==> config.mk <==
export PLATFORM = sky130hd
export DESIGN_NAME = kbd_event_seq
export DESIGN_NICKNAME = d
export VERILOG_FILES = /design/src/rtl/kbd_event_seq.sv
export SDC_FILE = /design/constraint.sdc
export NUM_CORES = 1
export LEC_CHECK = 0
export CORE_MARGIN = 2
export CORE_UTILIZATION = 51
export DETAILED_ROUTE_END_ITERATION = 7
export PLACE_DENSITY = 0.83
export SYNTH_ARGS = -nofsm -noshare
export SYNTH_HDL_FRONTEND = slang
export SYNTH_SLANG_ARGS = --single-unit
export TNS_END_PERCENT = 5
==> constraint.sdc <==
create_clock -name clk -period 1.7 [get_ports clk]
set_input_delay 0.34 -clock clk [delete_from_list [all_inputs] [get_ports clk]]
set_output_delay 0.34 -clock clk [all_outputs]
set_load 0.02 [all_outputs]
==> src/rtl/kbd_event_seq.sv <==
// -----------------------------------------------------------------------------
// kbd_event_seq
//
// Pops scan-code bytes from the PS/2 receiver FIFO using a single-cycle,
// active-low pop strobe. It folds the E0 (extended) and F0 (break) prefixes
// into one key event and presents that event on a valid/ready interface.
// It also tracks the currently held key, counts accepted make events and
// keeps a sticky receiver-overflow flag.
//
// Build option:
//   KBD_TYPEMATIC_FILTER_EN - when defined, a make code that repeats the key
//                             already held is popped and dropped instead of
//                             being emitted (typematic repeat filter).
//
// Ports:
//   clk            clock
//   rst            synchronous reset, active low
//   fifo_ready     receiver FIFO holds at least one byte
//   fifo_data      byte at the FIFO head
//   fifo_overflow  receiver overflow indication
//   fifo_next_n    pop strobe, active low, one cycle per pop
//   evt_valid      key event available
//   evt_ready      consumer accepts the event
//   evt_code       scan code with prefixes stripped
//   evt_ext        event carried an E0 prefix
//   evt_break      event carried an F0 prefix (key release)
//   key_down       a key is currently held
//   press_count    accepted make events, wraps
//   ovf_sticky     receiver overflowed since reset
//
// state  | meaning
// -------+---------------------------------------------------------------
// IDLE   | wait for a byte at the FIFO head (stalled once overflow seen)
// POP    | pop strobe low; classify the latched byte
// GAP    | one idle cycle so the FIFO head can advance
// EMIT   | event presented; wait for the consumer to accept it
// -----------------------------------------------------------------------------
module kbd_event_seq #(
    parameter int COUNT_W = 8
) (
    input  logic               clk,
    input  logic               rst,
    input  logic               fifo_ready,
    input  logic [7:0]         fifo_data,
    input  logic               fifo_overflow,
    output logic               fifo_next_n,
    output logic               evt_valid,
    input  logic               evt_ready,
    output logic [7:0]         evt_code,
    output logic               evt_ext,
    output logic               evt_break,
    output logic               key_down,
    output logic [COUNT_W-1:0] press_count,
    output logic               ovf_sticky
);

    localparam logic [1:0] S_IDLE = 2'd0;
    localparam logic [1:0] S_POP  = 2'd1;
    localparam logic [1:0] S_GAP  = 2'd2;
    localparam logic [1:0] S_EMIT = 2'd3;

    localparam logic [7:0] B_EXT = 8'hE0;
    localparam logic [7:0] B_BRK = 8'hF0;
    localparam logic [7:0] B_NUL = 8'h00;

    logic [1:0] state;
    logic [7:0] byte_q;
    logic       ext_f;
    logic       brk_f;
    logic       emit_f;
    logic [8:0] held_q;
    logic       repeat_drop;

`ifdef KBD_TYPEMATIC_FILTER_EN
    // A make code for the key already held is an auto-repeat; swallow it.
    assign repeat_drop = !brk_f && key_down && ({ext_f, byte_q} == held_q);
`else
    assign repeat_drop = 1'b0;
`endif

    always_ff @(posedge clk) begin
        if (!rst) begin
            state       <= S_IDLE;
            byte_q      <= '0;
            ext_f       <= 1'b0;
            brk_f       <= 1'b0;
            emit_f      <= 1'b0;
            held_q      <= '0;
            fifo_next_n <= 1'b1;
            evt_valid   <= 1'b0;
            evt_code    <= '0;
            evt_ext     <= 1'b0;
            evt_break   <= 1'b0;
            key_down    <= 1'b0;
            press_count <= '0;
            ovf_sticky  <= 1'b0;
        end else begin
            // Strobe defaults high; only the IDLE->POP transition pulls it low,
            // so it can never be low on two consecutive cycles.
            fifo_next_n <= 1'b1;

            if (fifo_overflow) begin
                ovf_sticky <= 1'b1;
            end

            case (state)
                S_IDLE: begin
                    if (fifo_ready && !ovf_sticky) begin
                        byte_q      <= fifo_data;
                        fifo_next_n <= 1'b0;
                        state       <= S_POP;
                    end
                end

                S_POP: begin
                    state <= S_GAP;
                    case (byte_q)
                        B_EXT: ext_f <= 1'b1;
                        B_BRK: brk_f <= 1'b1;
                        B_NUL: begin
                        end
                        default: begin
                            if (repeat_drop) begin
                                ext_f <= 1'b0;
                                brk_f <= 1'b0;
                            end else begin
                                evt_code  <= byte_q;
                                evt_ext   <= ext_f;
                                evt_break <= brk_f;
                                emit_f    <= 1'b1;
                            end
                        end
                    endcase
                end

                S_GAP: begin
                    if (emit_f) begin
                        evt_valid <= 1'b1;
                        state     <= S_EMIT;
                    end else begin
                        state <= S_IDLE;
                    end
                end

                default: begin
                    // EMIT: evt_valid is high throughout, so evt_ready alone
                    // signals acceptance.
                    if (evt_ready) begin
                        evt_valid <= 1'b0;
                        ext_f     <= 1'b0;
                        brk_f     <= 1'b0;
                        emit_f    <= 1'b0;
                        state     <= S_IDLE;
                        if (!evt_break) begin
                            held_q      <= {evt_ext, evt_code};
                            key_down    <= 1'b1;
                            press_count <= press_count + 1'b1;
                        end else if ({evt_ext, evt_code} == held_q) begin
                            key_down <= 1'b0;
                        end
                    end
                end
            endcase

            // Placed last so it wins over a prefix being set in POP on the
            // same cycle: a partial sequence cannot survive an overflow.
            if (fifo_overflow) begin
                ext_f <= 1'b0;
                brk_f <= 1'b0;
            end
        end
    end

endmodule

==> run_results.csv <==
group,metric,value,unit
route,drt_wl_total,3440,µm
finish,num-nets-final,263,
global_routing,grt_pass1_wl,5840,µm
clocking,cts_setup_buffers,0,
route,drt_iter0_drc,92,
setup_path,worstPathRequired,1.36,ns
finish,largest_class,"logic gates",
global_routing,met2_usage,30.1,%
worst_hold_path,hp-start,"brk_f",
setup_path,critPathCapture,"fifo_next_n",
placed_design,gp_congestion,0.744,
worst_hold_path,holdPathStages,2,
route,dr.pass1.iters,4,
finish,mostFrequentLayoutCells,"nand2_1 (56), dfxtp_1 (44), dlygate4sd2_1 (18), a21boi_0 (15), clkdlybuf4s50_1 (13)",
synth,topCellsByArea,"dfxtp_1 (47%), nand2_1 (11%), a21boi_0 (6.0%)",
setup_path,setup.worst_path.start,"fifo_next_n",
setup_path,r2r_end,"evt_ext",
global_routing,use_met3,3.65,%
timing,period_used_share,94.9,%
die,coreArea,3420,µm²
timing,hold_violations,0,
synth,ys_ff,44,
synth,synthArstFlopShare,0,%
status,outcome,"finished, final reports clean",
pwr,combPwrFrac,10.6,%
global_routing,gr-usage-all-layers,18.1,%
pwr,power.density,772,nW/µm²
die,fp-row-count,21,
synth,syn_area,1870,µm²
synth,ys_area,1870,µm²
pwr,ir_worst_vdd,0.436,mV
setup_path,critical_path_buf_inv_count,1,
route,routed_via_density,5.02,
flow_run,warnings,26,
## stage by stage
stage	area, µm²	total power, mW	utilization (%)	setup WS [ns]	std cells
finish	2340	1.80	68.4	0.0866	296
global route	2340	1.89	68.4	0.00615	296
CTS	2330	1.82	68.2	0.00421	296
detailed placement	2290	1.31	67.1	-0.0497	288
global placement	2290	1.31	67.1	-0.0311	288
floorplan	1870	1.22	-	0.204	210
## logic make-up (layout without fill, tap and decap cells)
family | count (synthesis) | in the layout | synth area share (%)
AND/OR/NAND/NOR | 95 | 95 | 25.3
flip-flops | 44 | 44 | 47.2
AND-OR/OR-AND | 40 | 40 | 14.9
XOR/XNOR | 15 | 15 | 7.04
buffers and inverters | 11 | 51 | 2.81
multiplexers | 4 | 4 | 2.14
adder cells (fa/ha/maj) | 1 | 1 | 0.670
**Register map, names as in the netlist**

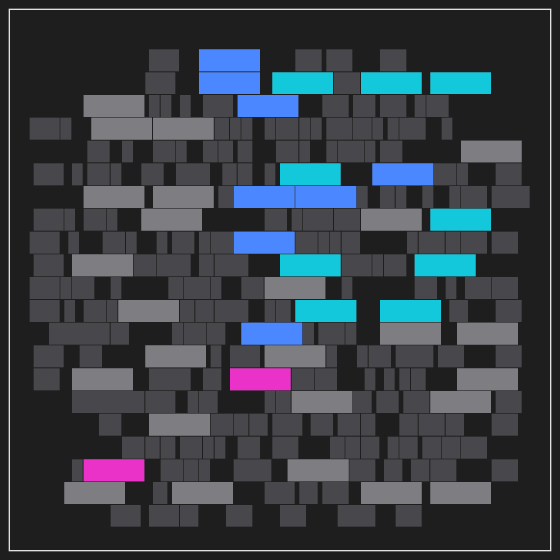
Key: cyan = held_q [flops 9]; blue = evt_code [flops 8]; magenta = state [flops 2]
Another 25 sequential cells are not coloured.
Reg area: 881 µm²
sequential power: 1.09 mW
Seq/total area: 37.7%
Final Util: 68.4%

**Clock nets**

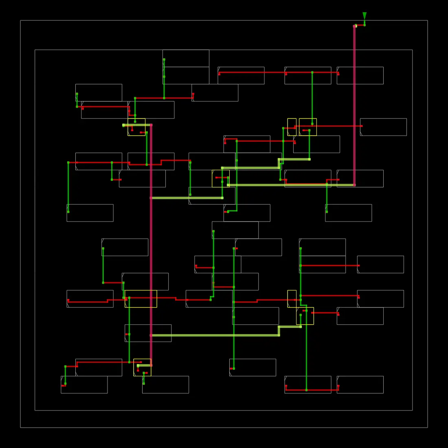
clock sink total: 44
registers: 44
Num CTS Buffers: 5
Clock buffer cells: 8
worst skew pair latency: 0.36 ns

No activity file was given, so power comes from the tool's default toggle rates.
